--- config.mk ---
export PLATFORM = sky130hd
export DESIGN_NAME = execute_stage
export DESIGN_NICKNAME = d
export VERILOG_FILES = /design/src/rtl/proc_pkg.sv /design/src/rtl/iterative_multiplier.sv /design/src/rtl/execute_stage.sv
export SDC_FILE = /design/constraint.sdc
export NUM_CORES = 1
export LEC_CHECK = 0
export ABC_AREA = 0
export CELL_PAD_IN_SITES_DETAIL_PLACEMENT = 1
export CELL_PAD_IN_SITES_GLOBAL_PLACEMENT = 1
export CORE_MARGIN = 4
export CORE_UTILIZATION = 39
export CTS_CLUSTER_SIZE = 25
export DETAILED_ROUTE_END_ITERATION = 8
export MAX_ROUTING_LAYER = met4
export PLACE_DENSITY = 0.85
export SYNTH_ARGS = -nofsm -noshare
export SYNTH_HDL_FRONTEND = slang
export SYNTH_SLANG_ARGS = --single-unit
--- constraint.sdc ---
create_clock -name clk -period 10.1 [get_ports clk]
set_clock_uncertainty 0.1 [all_clocks]
set_input_delay 2.02 -clock clk [delete_from_list [all_inputs] [get_ports clk]]
set_output_delay 2.02 -clock clk [all_outputs]
set_load 0.01 [all_outputs]
--- src/rtl/proc_pkg.sv ---
// Shared types and constants for the 22-bit five-stage pipeline.
package proc_pkg;

  localparam int DATA_W    = 22;
  localparam int REG_W     = 4;
  localparam int MUL_STEPS = 11;

  typedef enum logic [2:0] {
    ALU_ADD = 3'b000,
    ALU_SUB = 3'b001,
    ALU_AND = 3'b010,
    ALU_OR  = 3'b011,
    ALU_XOR = 3'b100,
    ALU_SLL = 3'b101,
    ALU_SRL = 3'b110,
    ALU_MUL = 3'b111
  } alu_op_t;

  typedef enum logic [1:0] {
    S_IDLE,
    S_BUSY,
    S_DONE
  } ex_state_t;

  typedef struct packed {
    logic              pc_src;
    logic              reg_write;
    logic              mem_reg;
    logic              mem_write;
    logic [DATA_W-1:0] alu_result;
    logic [DATA_W-1:0] write_data;
    logic [REG_W-1:0]  write_register;
  } ex_mem_t;

endpackage

--- src/rtl/iterative_multiplier.sv ---
// Radix-4 shift-add multiplier: 2 multiplier bits per cycle, low DATA_W bits of the product.
module iterative_multiplier
  import proc_pkg::*;
(
  input  logic              clk,
  input  logic              rst_n,
  input  logic              start,
  input  logic              abort,
  input  logic [DATA_W-1:0] a,
  input  logic [DATA_W-1:0] b,
  output logic              busy,
  output logic              done,
  output logic [DATA_W-1:0] product
);

  logic [DATA_W-1:0] mcand_q;
  logic [DATA_W-1:0] mplier_q;
  logic [DATA_W-1:0] acc_q;
  logic [DATA_W-1:0] pp;
  logic [3:0]        count_q;
  logic              busy_q;

  // Select 0/a/2a/3a from the low two multiplier bits; mcand_q is already pre-shifted.
  always_comb begin
    pp = '0;
    case (mplier_q[1:0])
      2'b00: pp = '0;
      2'b01: pp = mcand_q;
      2'b10: pp = mcand_q << 1;
      2'b11: pp = mcand_q + (mcand_q << 1);
      default: pp = '0;
    endcase
  end

  // Operand latches, accumulator and step counter.
  always_ff @(posedge clk or negedge rst_n) begin
    if (!rst_n) begin
      mcand_q  <= '0;
      mplier_q <= '0;
      acc_q    <= '0;
      count_q  <= '0;
      busy_q   <= 1'b0;
    end else if (abort) begin
      busy_q  <= 1'b0;
      count_q <= '0;
    end else if (start) begin
      mcand_q  <= a;
      mplier_q <= b;
      acc_q    <= '0;
      count_q  <= 4'(MUL_STEPS - 1);
      busy_q   <= 1'b1;
    end else if (busy_q) begin
      acc_q    <= acc_q + pp;
      mcand_q  <= mcand_q << 2;
      mplier_q <= mplier_q >> 2;
      if (count_q == '0) busy_q  <= 1'b0;
      else               count_q <= count_q - 4'd1;
    end
  end

  assign busy    = busy_q;
  // High during the final step; product holds the full result from the next cycle.
  assign done    = busy_q && (count_q == '0);
  assign product = acc_q;

endmodule

--- src/rtl/execute_stage.sv ---
// Execute stage: ALU, optional iterative MUL with stall FSM, EX/MEM register.
// Optional feature macro: EXEC_MUL_EN (multiplier + FSM); otherwise MUL yields 0 in one cycle.
module execute_stage
  import proc_pkg::*;
(
  input  logic              clk,
  input  logic              rst_n,
  input  logic              valid_e,
  input  logic              flush_e,
  input  logic              pc_src_e,
  input  logic              reg_write_e,
  input  logic              mem_reg_e,
  input  logic              mem_write_e,
  input  logic [2:0]        alu_control_e,
  input  logic [DATA_W-1:0] src_a_e,
  input  logic [DATA_W-1:0] src_b_e,
  input  logic [DATA_W-1:0] write_data_e,
  input  logic [REG_W-1:0]  write_register_e,
  output logic              stall_e,
  output logic              zero_e,
  output logic              pc_src_m,
  output logic              reg_write_m,
  output logic              mem_reg_m,
  output logic              mem_write_m,
  output logic [DATA_W-1:0] alu_result_m,
  output logic [DATA_W-1:0] write_data_m,
  output logic [REG_W-1:0]  write_register_m
);

  alu_op_t           op;
  logic [DATA_W-1:0] add_sub;
  logic [DATA_W-1:0] alu_result;
  logic [4:0]        shamt;
  ex_mem_t           alu_slot;
  ex_mem_t           ex_mem_d;
  ex_mem_t           ex_mem_q;

  assign op    = alu_op_t'(alu_control_e);
  assign shamt = src_b_e[4:0];

  // Single-cycle ALU; MUL is handled by the multiplier path (or yields 0 without it).
  always_comb begin
    add_sub    = (op == ALU_SUB) ? (src_a_e - src_b_e) : (src_a_e + src_b_e);
    alu_result = '0;
    case (op)
      ALU_ADD, ALU_SUB: alu_result = add_sub;
      ALU_AND:          alu_result = src_a_e & src_b_e;
      ALU_OR:           alu_result = src_a_e | src_b_e;
      ALU_XOR:          alu_result = src_a_e ^ src_b_e;
      ALU_SLL:          alu_result = (shamt >= 5'(DATA_W)) ? '0 : (src_a_e << shamt);
      ALU_SRL:          alu_result = (shamt >= 5'(DATA_W)) ? '0 : (src_a_e >> shamt);
      default:          alu_result = '0;
    endcase
  end

  assign zero_e = ((op == ALU_ADD) || (op == ALU_SUB)) && (add_sub == '0);

  // Slot contents for an instruction retiring straight from the ALU.
  always_comb begin
    alu_slot                = '0;
    alu_slot.pc_src         = pc_src_e;
    alu_slot.reg_write      = reg_write_e;
    alu_slot.mem_reg        = mem_reg_e;
    alu_slot.mem_write      = mem_write_e;
    alu_slot.alu_result     = alu_result;
    alu_slot.write_data     = write_data_e;
    alu_slot.write_register = write_register_e;
  end

`ifdef EXEC_MUL_EN
  ex_state_t         state_q, state_d;
  ex_mem_t           mul_ctrl_q, mul_ctrl_d;
  logic              mul_start, mul_abort, mul_busy, mul_done;
  logic              stall;
  logic [DATA_W-1:0] mul_product;

  iterative_multiplier u_mul (
    .clk     (clk),
    .rst_n   (rst_n),
    .start   (mul_start),
    .abort   (mul_abort),
    .a       (src_a_e),
    .b       (src_b_e),
    .busy    (mul_busy),
    .done    (mul_done),
    .product (mul_product)
  );

  // FSM state and latched MUL control.
  always_ff @(posedge clk or negedge rst_n) begin
    if (!rst_n) begin
      state_q    <= S_IDLE;
      mul_ctrl_q <= '0;
    end else begin
      state_q    <= state_d;
      mul_ctrl_q <= mul_ctrl_d;
    end
  end

  // Next-state, stall and EX/MEM slot selection; flush overrides everything.
  always_comb begin
    state_d    = state_q;
    mul_ctrl_d = mul_ctrl_q;
    mul_start  = 1'b0;
    mul_abort  = 1'b0;
    stall      = 1'b0;
    ex_mem_d   = '0;
    case (state_q)
      S_IDLE: begin
        if (valid_e) begin
          if (op == ALU_MUL) begin
            mul_start             = 1'b1;
            stall                 = 1'b1;
            mul_ctrl_d            = alu_slot;
            mul_ctrl_d.alu_result = '0;
            state_d               = S_BUSY;
          end else begin
            ex_mem_d = alu_slot;
          end
        end
      end
      S_BUSY: begin
        stall = 1'b1;
        // Leaving on !mul_busy too keeps the FSM from hanging if the unit ever stops early.
        if (mul_done || !mul_busy) state_d = S_DONE;
      end
      S_DONE: begin
        ex_mem_d            = mul_ctrl_q;
        ex_mem_d.alu_result = mul_product;
        state_d             = S_IDLE;
      end
      default: state_d = S_IDLE;
    endcase
    if (flush_e) begin
      state_d   = S_IDLE;
      mul_start = 1'b0;
      mul_abort = 1'b1;
      stall     = 1'b0;
      ex_mem_d  = '0;
    end
  end

  // Gated by rst_n so stall drops the moment reset asserts.
  assign stall_e = stall && rst_n;
`else
  // Every valid, unflushed instruction retires in one cycle.
  always_comb begin
    ex_mem_d = '0;
    if (valid_e && !flush_e) ex_mem_d = alu_slot;
  end

  assign stall_e = 1'b0;
`endif

  // EX/MEM pipeline register.
  always_ff @(posedge clk or negedge rst_n) begin
    if (!rst_n) ex_mem_q <= '0;
    else        ex_mem_q <= ex_mem_d;
  end

  assign pc_src_m         = ex_mem_q.pc_src;
  assign reg_write_m      = ex_mem_q.reg_write;
  assign mem_reg_m        = ex_mem_q.mem_reg;
  assign mem_write_m      = ex_mem_q.mem_write;
  assign alu_result_m     = ex_mem_q.alu_result;
  assign write_data_m     = ex_mem_q.write_data;
  assign write_register_m = ex_mem_q.write_register;

endmodule

==> notes.md <==
Physical design

The shortest period the worst path allows stands at 9.71 ns. According to the floorplan report, the total die area is between 15,000 and 20,000 sq um. In the final layout, flip-flops and latches occupy 1300 sq um. The cell count after synthesis stands at 819. The most common logic cells in the final layout are sky130_fd_sc_hd__clkdlybuf4s50_1 (130), sky130_fd_sc_hd__nor2_1 (75), sky130_fd_sc_hd__ha_1 (68), sky130_fd_sc_hd__a21oi_1 (66), sky130_fd_sc_hd__o21ai_0 (63). For reference, the final report shows the hold violation count at 0.

By area the synthesized netlist is led by sky130_fd_sc_hd__dfrtp_1 (20%), sky130_fd_sc_hd__ha_1 (13%), sky130_fd_sc_hd__mux2i_1 (7.3%). The share of the yosys chip area belonging to registers stands at 20.3%. The post-synthesis mux area share stands at approximately 11%.

The worst setup path is captured at an output port. After Yosys synthesis, XOR and XNOR cells account for 5.60% of the synthesized area. The number of maximum-capacitance violations recorded for the run is 0. The floorplan step records an initial core utilization of 40.1%. Summing all multi-input logic gate instances after layout gives about 4700 sq um. The arrival time reported for the critical path endpoint stands at around 7.6 ns. Per the detail_route report, vias per standard cell equal roughly 6.1. The fraction of final layout cells sized beyond drive strength 1 stands at 6.16%. Summing the areas of all fa, ha and maj instances in the mapped netlist gives between 10 and 15% of the synthesized area. The share of power burned in registers stands at about 28%. Setup repair after global routing left no endpoint under its margin. TritonCTS built the clock tree. The final timing report gives a worst setup slack of just under 0.4 ns. The run finished with clean final reports.

Once detail routing completed, the nets flagged for antenna violations numbered 0. The final report lists the setup-violating endpoint count as 0. The highest ir drop seen on vdd stands at ~0.0001 V. Entering global routing, the biggest net connects 69 pins. The H-tree depth stands at 2. The global route stage reports its total congestion overflow as 0.

The final net count stands at 1,074. The worst setup path is launched from an input pin. The final layout reports a setup TNS of 0 ns. The x dimension of the die stands at around 140 microns.

The highest clock rate this design can be run at is around 0.10 GHz. The filler cell count stands at 1,989. Across all layers, the routed design uses 6,920 vias.

The highest layer touched by signal routing is met4. The floorplan row count stands at roughly 46. The static leakage stands at 3.51 nW. The count of instantiated cells in the yosys netlist stands at ~820. The number of synthesized register bits stands at 52.

Summing the areas of all compound-gate instances in the mapped netlist gives a little under a quarter of the synthesized area. The internal power contribution stands at approximately 490 uW. TritonRoute output was used to compute an average wire per cell of 23.2 microns. The stat command in Yosys gives a chip area of 6410 sq um.

The switching power stands at between 300 and 400 uW. The simple-gate portion of the synthesized area stands at 18.6%. The core region is 16,000 sq um. The area overhead of the layout relative to synthesis stands at 26.2%. The post-placement cell area is between 7000 and 8000 sq um. The number of optimization iterations in the first detailed-route pass stands at 5. The worst hold path belongs to the class in -> async. By count the netlist is led by sky130_fd_sc_hd__nor2_1 (76), sky130_fd_sc_hd__ha_1 (68), sky130_fd_sc_hd__a21oi_1 (66), sky130_fd_sc_hd__o21ai_0 (65), sky130_fd_sc_hd__nand2_1 (62).

The routability-driven placement congestion ratio stands at about 1.0. Per the post-synthesis report, the nets total a little under 1,000. Per the slew report, the remaining headroom to the max-slew limit stands at between 20% and 30%. The CTS sink count stands at about 52. OpenROAD emitted warnings numbering roughly 51. Sorting the synthesis cell report by count puts at the top sky130_fd_sc_hd__nor2_1. STA on the placed design reports a worst setup slack of approximately 0.29 ns. The net switching share of the total power stands at approximately two fifths. The initial antenna violation count stands at 0. By startpoint and endpoint, the worst setup path is classified as in -> out. The required time of the critical path stands at around 8 ns. The die boundary height stands at between 100 and 150 microns.

The iteration-0 DRC count of the detailed router stands at just under 900. For reference, the top logic cell family by area is AND-OR/OR-AND gates. The tree is rooted in a sky130_fd_sc_hd__clkbuf_16. Dividing the final minimum period by the clock period gives 96.2%.
==> worst max path at each step <==
stage | start | to | slack, ns
floorplan | src_b_e[0] | zero_e | 1.19
global route | src_b_e[3] | zero_e | 0.13
detailed placement | src_b_e[3] | zero_e | 0.29
CTS | src_b_e[3] | zero_e | 0.29
global placement | src_b_e[3] | zero_e | 0.47
finish | src_b_e[3] | zero_e | 0.39
==> registers in the layout, summed over array words and instances, names as in the netlist <==
register,flops
alu_result_m,22
mem_reg_m,1
mem_write_m,1
pc_src_m,1
reg_write_m,1
write_data_m,22
write_register_m,4
==> per-stage QoR <==
stage | util [%] | std cells | hold WS [ns] | power [mW]
floorplan | - | 819 | 1.62 | 0.454
global placement | 49.5 | 1133 | 2.17 | 0.594
detailed placement | 49.5 | 1133 | 2.18 | 0.603
CTS | 50.6 | 1141 | 1.88 | 0.796
global route | 50.6 | 1141 | 1.93 | 0.845
finish | 50.6 | 1142 | 1.84 | 0.797
==> worst max-delay path, stage by stage <==
cell                              delay (ns)
sky130_fd_sc_hd__clkdlybuf4s50_1        0.41
sky130_fd_sc_hd__or2_2                  0.38
sky130_fd_sc_hd__or4_1                  0.45
sky130_fd_sc_hd__nand3b_1               0.23
sky130_fd_sc_hd__or4_1                  0.58
sky130_fd_sc_hd__o21ai_0                0.29
sky130_fd_sc_hd__xnor2_1                0.12
sky130_fd_sc_hd__ha_1                   0.43
sky130_fd_sc_hd__and4_1                 0.25
sky130_fd_sc_hd__o211ai_1               0.13
sky130_fd_sc_hd__a31oi_1                0.36
sky130_fd_sc_hd__xnor2_1                0.19
sky130_fd_sc_hd__nand2_1                0.07
sky130_fd_sc_hd__or4_1                  0.39
sky130_fd_sc_hd__or4_1                  0.45
sky130_fd_sc_hd__nor4_2                 0.26
sky130_fd_sc_hd__clkdlybuf4s50_1        0.58
==> power by group through the flow <==
stage | clock network [mW] | logic (mW) | registers [mW]
global placement | 0 | 0.371 | 0.223
finish | 0.188 | 0.389 | 0.220
floorplan | 0 | 0.225 | 0.229
global route | 0.203 | 0.421 | 0.221
CTS | 0.193 | 0.382 | 0.220
detailed placement | 0 | 0.379 | 0.224
==> per-layer routing <==
metal	GRT usage [%]	up-vias
li1	-	3143
met1	38.1	3372
met2	46.8	363
met3	3.59	42
met4	8.57	0
met5	-	-
==> layout make-up <==
type	instances	area share (%)
antenna	1	0.0309
clock buffer	5	1.55
clock inverter	3	0.526
inverter	59	2.74
multi-input combinational	655	57.8
sequential	52	16.1
tap	216	3.34
timing repair buffer	151	17.9
==> timing repair <==
action / in CTS / in global routing
endpoints found under the setup margin: 0 / 1
hold buffers: 0 / 0
gates resized: 0 / 1
==> cells by family (layout without fill, tap and decap cells) <==
logic type / Yosys count / in the layout
AOI/OAI and AO/OA: 240 / 240
xor gates and xnor gates: 41 / 41
adders and majority gates: 69 / 69
buffers and inverters: 112 / 218
DFF: 52 / 52
muxes: 60 / 60
other: 1 / 2
and+or+nand+nor: 244 / 244
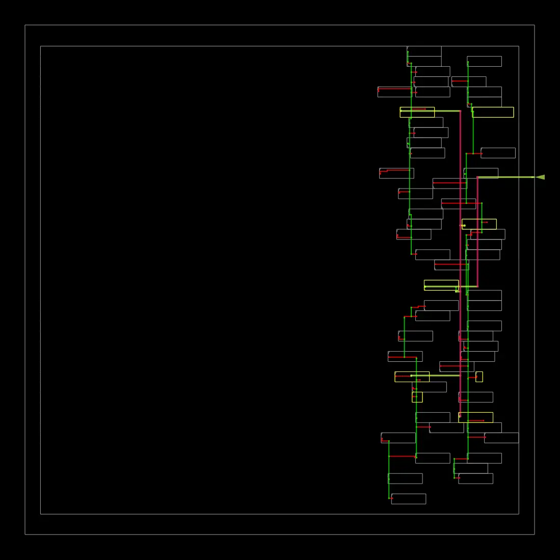
**Above:** clock nets.
Flops: 52
CLK BUF: 5
CTS buffer count: 5

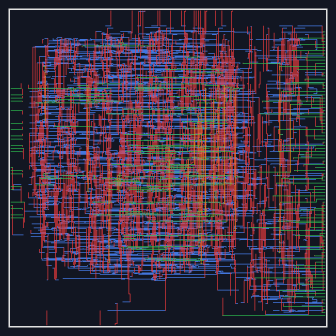
**Above:** metal layers overlaid.
- green: M3 (wire length 2,550 microns)
- blue: M1 (wire length 11,100 microns)
- red: M2 (wire length 12,200 microns)
- orange: M4 (wire length 707 microns)
global-route total usage across every layer: 28.9%
wirelength, routed: 26.5 mm

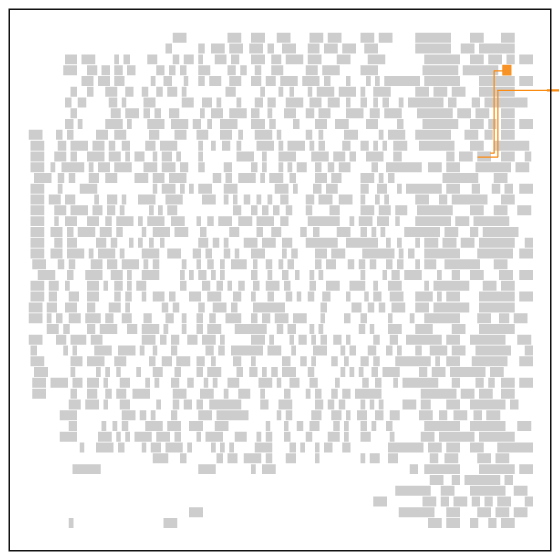
**Above:** nets reached from selected ports.
- orange: mem_reg_e (bits 1; direction input; edge right; end cells 1; buffers 1; wire 58.5 microns)
boundary pin count: 135
IO buf count: 133

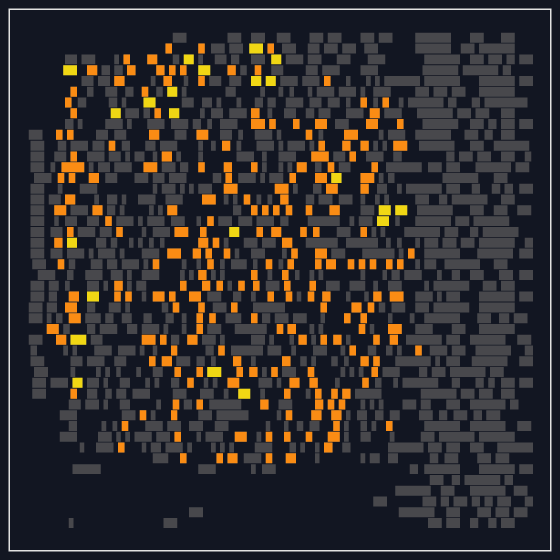
**Above:** selected gate families.
- orange: aoi and oai cells (cells 218)
- yellow: non-inverting ao/oa cells (cells 22)
most instantiated logic cell after routing: sky130_fd_sc_hd__clkdlybuf4s50_1
share of cell area taken by multi-input logic gates: 57.8%
Final Instance Count excl. Fillers: 1,142

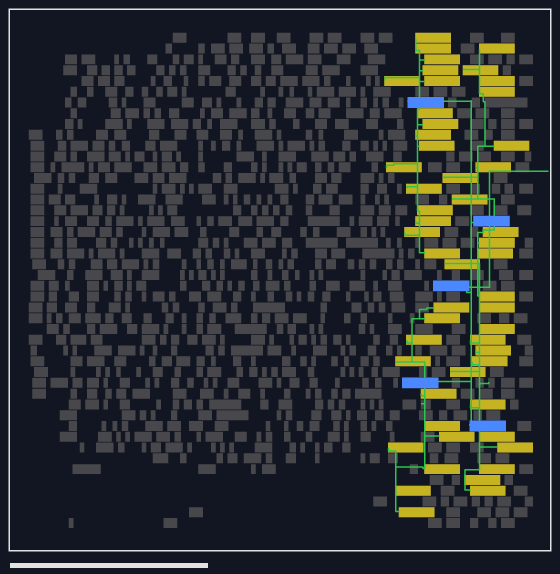
**Above:** routed clock nets over the placement.
The bar under the picture is 50 microns long.
- yellow: flip-flops (count 52)
- blue: clock-net drivers (count 5)
- green: clock wires (length 560 microns)
- routed clock nets: 6
- flops lie: a column on the right
power consumed by the clock network: 188 uW
share of total power in the clock network: 23.6%

No activity file was given, so power comes from the tool's default toggle rates.
